## src/rtl/ifetch_stage.sv

```systemverilog
// Instruction fetch: sequential PC generation with credit-limited requests, an ordered
// response FIFO feeding decode, and redirect handling that squashes stale in-flight words.
module ifetch_stage #(
  parameter logic [31:0] RESET_PC = 32'h0000_0000,
  parameter int          DEPTH    = 4
) (
  input  logic        clk,
  input  logic        rst,
  output logic        imem_req_v,
  output logic [31:0] imem_req_addr,
  input  logic        imem_req_ready,
  input  logic        imem_resp_v,
  input  logic [31:0] imem_resp_data,
  input  logic        redirect_v,
  input  logic [31:0] redirect_pc,
  input  logic        decode_stall,
  output logic        ifetch_decode_v,
  output logic [31:0] ifetch_decode_pc,
  output logic [31:0] ifetch_decode_instruction
);
  localparam int          CW      = $clog2(DEPTH + 1);
  localparam int          PW      = (DEPTH > 1) ? $clog2(DEPTH) : 1;
  localparam logic [CW:0] DEPTH_C = (CW + 1)'(DEPTH);
  localparam logic [31:0] NOP     = 32'h0000_0013;

  localparam logic [1:0] S_IDLE  = 2'd0;
  localparam logic [1:0] S_FETCH = 2'd1;
  localparam logic [1:0] S_DRAIN = 2'd2;

  logic [1:0]    state;
  logic [31:0]   fetch_pc;
  logic [CW-1:0] outstanding, squash_cnt, squash_next, fifo_cnt;
  logic [CW:0]   inflight;
  logic [PW-1:0] tag_wr, tag_rd, fifo_wr, fifo_rd;
  logic [31:0]   tag_mem  [DEPTH];
  logic [31:0]   fifo_pc  [DEPTH];
  logic [31:0]   fifo_ins [DEPTH];
  logic          accept, resp_take, fifo_empty, bypass, push, pop;
  logic [31:0]   resp_pc;

  function automatic logic [PW-1:0] ptr_inc(input logic [PW-1:0] p);
    return (p == PW'(DEPTH - 1)) ? '0 : p + PW'(1);
  endfunction

  // Request side: credits count both in-flight and queued words so responses always fit
  assign inflight      = {1'b0, outstanding} + {1'b0, fifo_cnt};
  assign imem_req_v    = (state != S_IDLE) && !redirect_v && (inflight < DEPTH_C);
  assign imem_req_addr = fetch_pc;
  assign accept        = imem_req_v && imem_req_ready;

  // Response side: the tag queue pops on every response, squashed or not, to stay aligned
  assign resp_pc    = tag_mem[tag_rd];
  assign resp_take  = imem_resp_v && (squash_cnt == '0) && !redirect_v;
  assign fifo_empty = (fifo_cnt == '0);
  assign bypass     = resp_take && fifo_empty && !decode_stall;
  assign push       = resp_take && !bypass;
  assign pop        = !redirect_v && !decode_stall && !fifo_empty;

  always_comb begin
    squash_next = squash_cnt;
    if (redirect_v)
      squash_next = outstanding - CW'(imem_resp_v);
    else if (imem_resp_v && (squash_cnt != '0))
      squash_next = squash_cnt - CW'(1);
  end

  always_ff @(posedge clk or negedge rst) begin
    if (!rst) begin
      state       <= S_IDLE;
      fetch_pc    <= RESET_PC;
      outstanding <= '0;
      squash_cnt  <= '0;
      tag_wr      <= '0;
      tag_rd      <= '0;
    end else begin
      if (state == S_IDLE)
        state <= S_FETCH;
      else
        state <= (squash_next != '0) ? S_DRAIN : S_FETCH;
      if (redirect_v)
        fetch_pc <= {redirect_pc[31:2], 2'b00};
      else if (accept)
        fetch_pc <= fetch_pc + 32'd4;
      outstanding <= outstanding + CW'(accept) - CW'(imem_resp_v);
      squash_cnt  <= squash_next;
      if (accept)
        tag_wr <= ptr_inc(tag_wr);
      if (imem_resp_v)
        tag_rd <= ptr_inc(tag_rd);
    end
  end

  always_ff @(posedge clk or negedge rst) begin
    if (!rst) begin
      fifo_cnt <= '0;
      fifo_wr  <= '0;
      fifo_rd  <= '0;
    end else if (redirect_v) begin
      fifo_cnt <= '0;
      fifo_wr  <= '0;
      fifo_rd  <= '0;
    end else begin
      if (push)
        fifo_wr <= ptr_inc(fifo_wr);
      if (pop)
        fifo_rd <= ptr_inc(fifo_rd);
      fifo_cnt <= fifo_cnt + CW'(push) - CW'(pop);
    end
  end

  always_ff @(posedge clk) begin
    if (accept)
      tag_mem[tag_wr] <= fetch_pc;
    if (push) begin
      fifo_pc[fifo_wr]  <= resp_pc;
      fifo_ins[fifo_wr] <= imem_resp_data;
    end
  end

  // Decode-facing registers: bubbles become NOP and the last pc is kept
  always_ff @(posedge clk or negedge rst) begin
    if (!rst) begin
      ifetch_decode_v           <= 1'b0;
      ifetch_decode_pc          <= 32'h0;
      ifetch_decode_instruction <= NOP;
    end else if (redirect_v) begin
      ifetch_decode_v           <= 1'b0;
      ifetch_decode_instruction <= NOP;
    end else if (!decode_stall) begin
      if (pop) begin
        ifetch_decode_v           <= 1'b1;
        ifetch_decode_pc          <= fifo_pc[fifo_rd];
        ifetch_decode_instruction <= fifo_ins[fifo_rd];
      end else if (bypass) begin
        ifetch_decode_v           <= 1'b1;
        ifetch_decode_pc          <= resp_pc;
        ifetch_decode_instruction <= imem_resp_data;
      end else begin
        ifetch_decode_v           <= 1'b0;
        ifetch_decode_instruction <= NOP;
      end
    end
  end
endmodule

```

## config.mk

```make
export PLATFORM = sky130hd
export DESIGN_NAME = ifetch_stage
export DESIGN_NICKNAME = d
export VERILOG_FILES = /design/src/rtl/ifetch_stage.sv
export SDC_FILE = /design/constraint.sdc
export NUM_CORES = 1
export LEC_CHECK = 0
export CORE_ASPECT_RATIO = 1.75
export CORE_UTILIZATION = 52
export CTS_CLUSTER_DIAMETER = 60
export CTS_CLUSTER_SIZE = 30
export DETAILED_ROUTE_END_ITERATION = 7
export PLACE_DENSITY = 0.81
export SLEW_MARGIN = 25
export SYNTH_ARGS = -nofsm -noshare
export SYNTH_HDL_FRONTEND = slang
export SYNTH_SLANG_ARGS = --single-unit
```

## constraint.sdc

```tcl
create_clock -name clk -period 3 [get_ports clk]
set_input_delay 0.6 -clock clk [delete_from_list [all_inputs] [get_ports clk]]
set_output_delay 0.6 -clock clk [all_outputs]
set_load 0.01 [all_outputs]
```

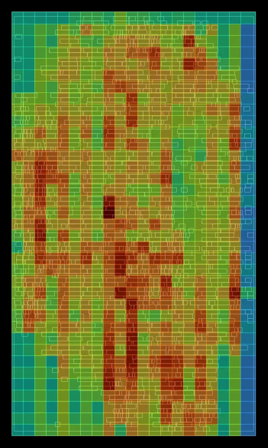
*Routing congestion map, run 1*
overall fraction of global-route tracks in use: 0.218
GRT Max-Usage Layer: met2
average routed wire per standard cell: 22.6 um
final core area utilization: 0.615
met2 track utilization from global routing: 0.398

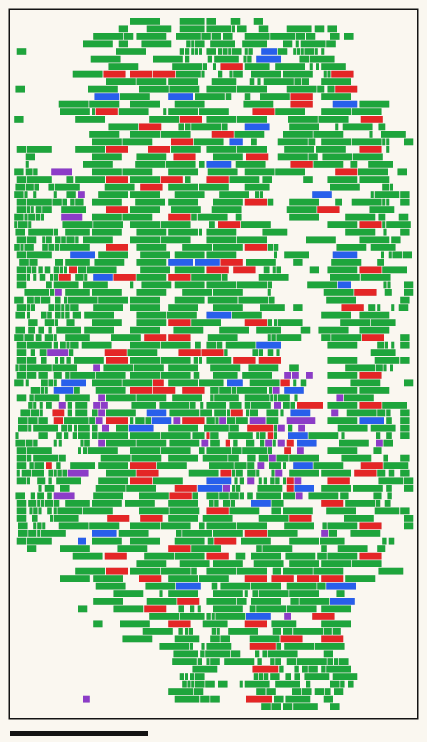
*Cells by drive strength, run 1*
Scale bar: 50 um.
Key: purple = drive 3 to 4 [cells 44, share 3.4%]; green = drive 1 or less [cells 1088, share 85%]; blue = drive 6 and up [cells 39, share 3.0%]; red = drive 2 [cells 114, share 8.9%]
Layout Area Growth over Synthesis: 16.2%
final instance area: 22200 um2
non-clock buffer count in the final layout: 208
setup slack after layout: 0.286 ns

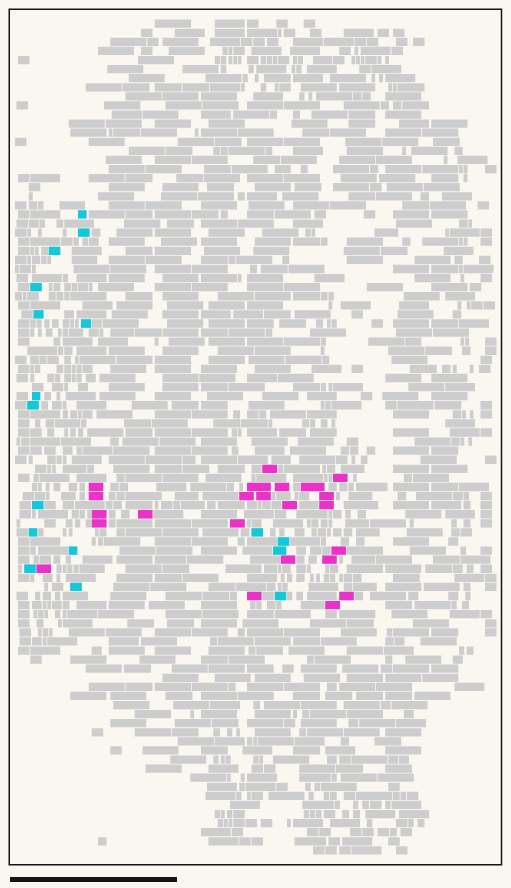
*Gate-type map, run 1*
Scale bar: 50 um.
Key: cyan = AND-OR and OR-AND gates [cells 17]; magenta = adder and majority cells [cells 23]
most common logic cell in the routed design: sky130_fd_sc_hd__edfxtp_1
multi-input combinational area share: 0.221
non-filler cells in the finished layout: 1758

==> run notes, run 1 <==
Implementation results. The routed design uses 1950 um of met3 wire. The timing report attributes the biggest portion of critical-path delay to flip-flops. Port buffer count landed at between 150 and 200. In this run, post-CTS hold repair placed 0 buffers.

The timing report gives the biggest stage delay along the critical path as 0.46 ns. TritonCTS built the clock tree. Number of global-route vias before repair landed at 11100. For this design the total switching power over the nets is 4.82 mW. Total of flip-flops plus latches after synthesis landed at 480. Setup repair after global routing left no endpoint under its margin. The worst register-to-register path begins at fifo_cnt[2]. The synthesis report names the predominant flop master as sky130_fd_sc_hd__edfxtp_1.

More flip-flops sit in one register than any other, and that register is fifo_ins. Sequential-cell power consumption landed at around 8.8 mW. In this run, synthesis inferred roughly 370 flip-flops with an integrated enable. Number of failing setup endpoints in the final timing report landed at 0. Maximum clock frequency landed at around 370 MHz.

Worst hold-check slack landed at 0.0976 ns. Number of setup buffers added after CTS landed at 0. The chip occupies ~38000 um2.

The cell-mix breakdown from Yosys lists the XOR/XNOR area share as 0.00275. Headroom to the max-slew limit landed at 0.404. The final timing summary puts the cycle share of the worst path at 0.905. On met1, the global router reports a usage of 0.267.

Yosys warning tally landed at 0. The largest total area in the synthesized netlist belongs to sky130_fd_sc_hd__edfxtp_1. For this design, the slowest cell found on the critical path is sky130_fd_sc_hd__dfrtp_1. Minimum setup slack among reg-to-reg paths landed at around 0.35 ns. In the final report, the number of hold violations comes to 0.

Residual DRC count landed at 0. STA classifies the critical path endpoint as an output port. Number of cells on the worst reg-to-reg path landed at 7.

CTS added clock buffers totalling 21. Per report_power, the top consumer among the power groups is registers. Top fanout value on the critical path landed at 4. According to the report, the first pass of detailed routing completed in 5 iterations. The power report attributes to the combinational group a share of 0.259.

Detailed placement ended at an HPWL of 25900 um. Wire length of the first global-routing pass landed at about 63000 um. Across all layers, the routed design uses ~11000 vias. Actual transition at the worst max-transition pin landed at approximately 0.9 ns. Switching share of total power landed at 0.291. Post-place instance area landed at 21500 um2. Post-synth design cell area landed at between 15000 and 20000 um2.

The commonest cells after synthesis are 368 x sky130_fd_sc_hd__edfxtp_1, 109 x sky130_fd_sc_hd__dfrtp_1, 92 x sky130_fd_sc_hd__mux4_2. Number of flip-flops in the largest register landed at approximately 130. Grouping non-sequential cells by family puts the most area in multiplexers. Post-synthesis cell count landed at approximately 1100. Per the timing report, the most critical flop-to-flop path finishes at imem_req_addr[5].

Counting pins that exceed their max-slew limit in the final report gives 0. Data required time at the worst endpoint landed at roughly 2.4 ns. The critical path goes through ha_1, nor4_2, o211a_1, dlygate4sd2_1.

The power report attributes to the sequential group a share of 0.529. Internal power landed at roughly 12 mW. Routability-driven placement finished with a final weighted congestion of 0.897.

The flow ran to the end, and the final reports show no timing, DRC or antenna violations. Number of buffers between clock root and the deepest sink landed at 3. In this run the power density over the cells is 746 nW/um2. Floorplan die width landed at about 150 um. Per the OpenROAD timing report, the critical path contains 4 cells. The most critical setup path has its startpoint at fifo_cnt[2]. The worst path needs 2.71 ns of the cycle, external delays included.

Of the post-synthesis cell area, the dominant cell type holds 0.578. The number of gates resized after CTS was 2. Per STA, the endpoint of the critical path is imem_req_v. Warning total across the stage logs landed at 35. Residual antenna-violating net count after detailed routing landed at 0. Global routing usage on met3 landed at 0.0237. Area fraction in compound gates landed at 0.0595.

Worst setup skew after layout landed at 0.0257 ns. By area the synthesized netlist is led by sky130_fd_sc_hd__edfxtp_1 58%, sky130_fd_sc_hd__dfrtp_1 14%, sky130_fd_sc_hd__mux4_2 11%. Detailed routing placed a total of between 20000 and 25000 um of wire on met2.

Sequential share of the synthesized area landed at 0.725. Initial antenna violation count landed at 3. Portion of netlist area occupied by mux cells landed at 0.113.

The floorplan step records an initial core utilization of 0.529. Pin count of the biggest net entering global routing landed at roughly 52. Clock network power for this build is 3.50 mW. Per the final layout report, the fraction of cells sized above drive strength 1 comes to 0.153. Sum of negative setup slack landed at 0 ns.

According to the CTS report, the clock sink count is roughly 480. Total cells reported by yosys after synthesis landed at about 1100. Peak supply drop landed at roughly 0.00041 V.

The synthesized netlist contains about 64 unique library cells. For this run, asynchronously set or reset flops after synthesis account for 0.233. The routed design has slightly below 40000 um of wire. After synthesis, the chip area reported by Yosys is roughly 19000 um2. The leakage component of the power was reported as around 7.6 nW.

The cell sitting at the root of the clock tree is a sky130_fd_sc_hd__clkbuf_16. STA classifies the critical path startpoint as a flop. Per the skew report, the later register of the worst-skew pair sees a clock latency of roughly 0.55 ns. STA puts the critical path data arrival time at 2.11 ns.

The top cell types in the final layout, fill and taps aside, are 368 x sky130_fd_sc_hd__edfxtp_1, 158 x sky130_fd_sc_hd__clkdlybuf4s50_1, 105 x sky130_fd_sc_hd__dfrtp_1. Number of vias per cell landed at approximately 6. The detailed router used layers up to and including met4. Clock network fraction of design power landed at 0.211. The run reported a max-capacitance violation count of 0. Core box area landed at ~36000 um2. The die is 256 um tall. Number of placement rows landed at 92. The registers reported with the highest flop counts are fifo_ins x128, fifo_pc x120, tag_mem x120.

Number of DRC markers in iteration 0 landed at between 700 and 800. The filler cells instantiated in the layout total 2568. On the reported timing paths, the clock transition at the registers reads between 0.1 and 0.15 ns.

For the combinational group, total power comes out at between 4 and 5 mW. Overall overflow remaining after global route landed at 0. In this run, the synthesized area fraction spent on and/or/nand/nor cells is recorded as 0.0642. The final layout contains around 1400 nets. Note that the worst hold path type here is primary input to asynchronous set/reset pin.

Post-synthesis average cell area landed at 17.4 um2. During I/O placement, the number of pins put on the boundary was 168. Among all cell types in the netlist, the one instantiated most often is sky130_fd_sc_hd__edfxtp_1.

The critical path is of the flop to output port type. Per the post-run analysis, buffers plus inverters along the critical path come to 1.
-- run 1: area by class of cell --
type / count / area [um2] / share of cell area
Timing Repair Buffer: 208 / 2090 / 0.0942
Sequential cell: 480 / 13900 / 0.624
Multi-Input combinational cell: 537 / 4910 / 0.221
Inverter: 23 / 86.3 / 0.00388
Clock buffer: 32 / 587 / 0.0264
Clock inverter: 5 / 91.3 / 0.00411
Antenna cell: 3 / 7.51 / 0.000338
Tap cell: 470 / 588 / 0.0265
-- run 1: per-stage QoR --
step	total power [mW]	std cells	setup slack, ns
after global routing	17.3	1757	0.172
after global placement	13.0	1718	0.186
after CTS	16.7	1755	0.259
after floorplan	11.3	1105	0.281
final	16.6	1758	0.286
after detailed placement	13.2	1718	0.196
### Register map, names as in the netlist, run 1

Scale bar: 50 um.
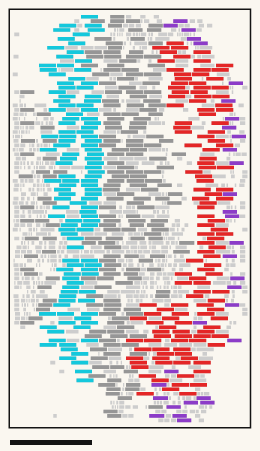

==> inputs of run 2 (changes only) <==
--- a/config.mk
+++ b/config.mk
@@ -8,7 +8,6 @@
 export CORE_ASPECT_RATIO = 1.75
 export CORE_UTILIZATION = 52
 export CTS_CLUSTER_DIAMETER = 60
-export CTS_CLUSTER_SIZE = 30
 export DETAILED_ROUTE_END_ITERATION = 7
 export PLACE_DENSITY = 0.81
 export SLEW_MARGIN = 25
==> constraint.sdc (replaced) <==
create_clock -name clk -period 2.4 [get_ports clk]
set_input_delay 0.48 -clock clk [delete_from_list [all_inputs] [get_ports clk]]
set_output_delay 0.48 -clock clk [all_outputs]
set_load 0.01 [all_outputs]
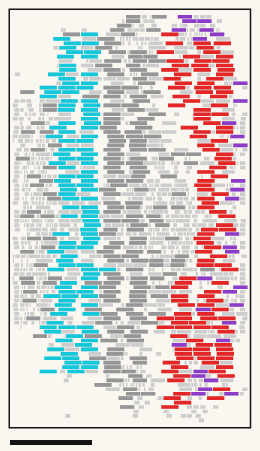
*Register map, names as in the netlist, run 2*
Scale bar: 50 um.
Key: cyan = tag_mem [placed flops 120, where a vertical strip on the left]; red = fifo_ins [placed flops 128, where a vertical strip on the right]; purple = ifetch_decode_instruction [placed flops 32, where a vertical strip on the right]
Another 200 sequential cells are not colored.
power dissipated in sequential cells: 10.8 mW
register fraction of the total cell area: 0.591
final core area utilization: 0.649
area used by sequential logic in the layout: 13900 um2

==> run 2 against run 1 <==
Net effect: sequential power is 23% higher; combinational power grew 39%; worst hold slack improved by 0.37 ns; die size is the same; critical path type is now flop to flop; critical endpoint is now outstanding[1]; highest routed layer unchanged.
==> run notes, run 2 <==
Implementation results. The flow ran to the end, and the final reports show no timing, DRC or antenna violations. Number of pins with negative max-slew slack in the final report landed at 0. Worst setup slack before clock tree synthesis landed at -0.232 ns. The first TritonRoute pass finished after 5 iterations. Residual DRC count landed at 0. Worst hold-check slack landed at approximately 0.47 ns. Logic gate fraction of the total cell area landed at 0.213. Number of sinks driven by the clock tree landed at approximately 480. Number of placed cells counting well taps landed at between 1500 and 2000. Area reported by Yosys stat landed at 19100 um2.

Number of setup buffers added after CTS landed at 1. Number of inserted diodes landed at 0. Internal power landed at between 15 and 20 mW.

Overall overflow remaining after global route landed at 0. Entering global routing, the biggest net connects 42 pins. The setup check on the worst reg-to-reg path leaves a slack of ~0.061 ns. Yosys warning tally landed at 0. The tool flagged a number of max-cap violations equal to 0.

Per the post-CTS timing run, clock transition at the registers of the reported paths is 0.06 ns. Total global-route track usage landed at 0.225. Multi-input gate area in the final layout landed at about 5000 um2.

The fraction of final cell area spent on clock buffers and inverters in this run is 0.0592. Actual transition at the worst max-transition pin landed at 0.738 ns. Top fanout value on the critical path landed at 4. The data arrival time reported for the critical path is 2.77 ns. Post-CTS repair changed the size of 7 cells. In this run the count of I/O pins placed on the die edge is between 150 and 200. Final cell count without fillers landed at about 1800.

The script logs the ratio of routed vias to standard cells as approximately 6. The cell sitting at the root of the clock tree is a sky130_fd_sc_hd__clkbuf_16. Total of clock buffers placed in the layout landed at approximately 59.

Power dissipated by switching net loads landed at ~6.6 mW. Tap cell count landed at ~470. For this run, the leading register cell type out of synthesis is sky130_fd_sc_hd__edfxtp_1. The synthesis report gives the async set-or-reset register share as 0.233. Power density over the cells landed at around 1000 nW/um2.

The number of global-route vias before repair is approximately 12000. The register with the most flip-flops in the final layout is fifo_ins. OpenSTA lists the critical path startpoint as fifo_cnt[1]. Once detail routing completed, the nets flagged for antenna violations numbered 0. Deepest level of the CTS H-tree landed at 2. Biggest cell delay along the critical path landed at ~0.50 ns. The synthesis stats list as the most numerous cell sky130_fd_sc_hd__edfxtp_1. Number of failing setup endpoints in the final timing report landed at 0. The clock period could shrink to around 2.3 ns. Ranking logic cells in the layout by count gives the top entries 368 x sky130_fd_sc_hd__edfxtp_1, 158 x sky130_fd_sc_hd__clkdlybuf4s50_1, 105 x sky130_fd_sc_hd__dfrtp_1.

Part of the power in registers landed at 0.459. Listed in order, past its start point the critical path passes ha_4, nor4_4, o2111a_1, inv_2, ha_4, inv_2, ha_4, inv_2, fa_2, inv_1. The post-placement cell area is ~22000 um2. Worst setup skew after layout landed at ~0.013 ns.

Per the power-grid run, VDD falls by no more than between 0.0006 and 0.0007 V. Port buffer count landed at 161. Setup repair after global routing could not meet its margin everywhere. Floorplan die height landed at about 260 um.

Number of DRC markers in iteration 0 landed at roughly 760. Clock insertion delay at the later pin of the skew report landed at roughly 0.54 ns. The share of the core area taken by cells at floorplan is 0.529.

Adding up every negative setup slack in the final design gives 0 ns. In the hold report, the worst path ends at ifetch_decode_instruction[11]. Synthesis produced 1102 cells.

Per the final layout report, the fraction of cells sized above drive strength 1 comes to 0.208. The final timing summary puts the cycle share of the worst path at 0.975. The synthesized design contains 368 enable-type register cells. For the worst flop-to-flop path, the logic depth is 10.

The largest registers in the layout are fifo_ins x128, fifo_pc x120, tag_mem x120. Detailed placement HPWL landed at 26400 um. At the end of the flow, the number of nets in the layout was between 1000 and 1500. Area share of the largest cell type after synthesis landed at 0.578.

The number of cells on the worst hold path is listed as 2. TritonCTS built the clock tree. In the finished design the tool counted flip-flops and latches totalling roughly 480. Sorting the synthesized cells by area gives the leading types as sky130_fd_sc_hd__edfxtp_1 58%, sky130_fd_sc_hd__dfrtp_1 14%, sky130_fd_sc_hd__mux4_2 11%. Number of hold-slack violations in the final timing report landed at 0. Derived from the worst setup path, the maximum achievable clock frequency is ~430 MHz.

The worst setup path is of the flop to flop kind. TritonCTS created 43 clock buffers. Total of flip-flops plus latches after synthesis landed at 480. Per the timing report, the most critical flop-to-flop path originates at fifo_cnt[1]. The script extracted a total leakage power of 8.16 nW. The cell type that accounts for the most area after synthesis is sky130_fd_sc_hd__edfxtp_1.

Per the layout report, the design carries roughly 2500 filler cells. Initial antenna violation count landed at 0. Number of multi-input combinational cells landed at 537. At the worst endpoint, the required time is about 2.8 ns. The largest individual stage delay along the critical path comes from the cell sky130_fd_sc_hd__fa_2.

In this run, distinct cell masters in the synthesized netlist total approximately 64. The congestion estimate from routability-driven global placement came to 0.864. The final route contains 11000 vias.

The final layout report lists a non-clock inverter count of 23. STA lists the startpoint of the worst hold path as ifetch_decode_instruction[11]. The min-delay analysis places its worst path in the category flop to flop. The wire length recorded after detailed routing is between 40000 and 50000 um.

After routing the design area is 23400 um2. Sequential share of the synthesized area landed at 0.725. Post-synth design cell area landed at ~19000 um2. The core region is around 36000 um2.

Per the timing report, the most critical flop-to-flop path finishes at outstanding[1]. The biggest slice of the total power is consumed by registers. Looking at the area split, the leading class of cells is registers.

After synthesis, the most frequently instantiated cells are 368 x sky130_fd_sc_hd__edfxtp_1, 109 x sky130_fd_sc_hd__dfrtp_1, 92 x sky130_fd_sc_hd__mux4_2. Count of hold buffers inserted by post-cts repair landed at 1. Total cells reported by yosys after synthesis landed at between 1000 and 1500. Post-synthesis average cell area landed at approximately 17 um2. Per STA, the endpoint of the critical path is outstanding[1]. Per the OpenROAD floorplan log, the width of the die is ~150 um. The chip occupies approximately 38000 um2.

Per the final report, the share of cell area in non-clock buffers is 0.107. In this run the tightest slew margin relative to its limit is 0.507. The register with the most flip-flops in the layout has about 130 of them.

The clock network consumes a total of approximately 6.7 mW. Wire length of the first global-routing pass landed at 64700 um. The script computed the net switching share of total power as 0.279.

The clock passes through at most 3 buffers. Warning total across the stage logs landed at 37. For this sky-water flow run, the detailed-routed wirelength per cell is reported as 22.5 um. Clock network fraction of design power landed at 0.287.

STA classifies the critical path startpoint as a flop. The share of total power dissipated in combinational logic is 0.254. For reference, the placement row count at floorplan is just over 90. Summed over all combinational cells, the power is 5.96 mW. Leaving out fill and tap cells, the most frequent cell in the layout is sky130_fd_sc_hd__edfxtp_1. The worst setup path is captured at a flop. Power after layout landed at 23.5 mW.
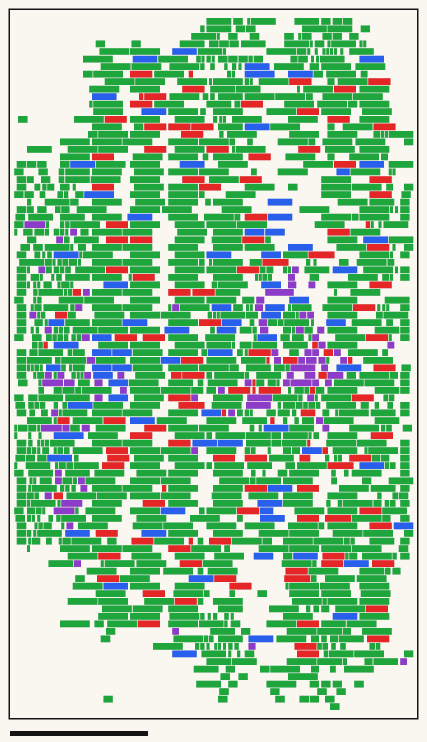
*Cells by drive strength, run 2*
Scale bar: 50 um.
Key: purple = drive 3 to 4 [cells 80, share 5.9%]; blue = drive 6 and up [cells 77, share 5.7%]; red = drive 2 [cells 125, share 9.2%]; green = drive 1 or less [cells 1074, share 79%]
non-clock buffer count in the final layout: 239
Layout Area Growth over Synthesis: 22.6%
setup slack after layout: 0.0610 ns

[run 2: routing by layer]
layer	share of wire	global-route usage	up-vias
met3	0.056	0.0246	91
met4	0.034	0.0905	0
li1	-	-	4820
met1	0.36	0.269	5583
met5	0	0	-
met2	0.55	0.412	460
[run 2: kinds of logic after synthesis]
family / share of synthesized area
AND-OR/OR-AND: 0.0595
XOR/XNOR: 0.00275
buffers and inverters: 0.0205
AND/OR/NAND/NOR: 0.0642
adder cells (fa/ha/maj): 0.0158
flip-flops: 0.725
other: 0.000196
multiplexers: 0.113
[run 2: critical path: cells and delay by family, from the launching register on]
family / cells / cell delay (ns)
flops: 1 / 0.45
compound gates: 1 / 0.27
simple gates: 1 / 0.31
buf+inv: 4 / 0.20
fa+ha+maj: 4 / 1.01
Power figures rest on the tool's default switching activity, not on a simulated workload.
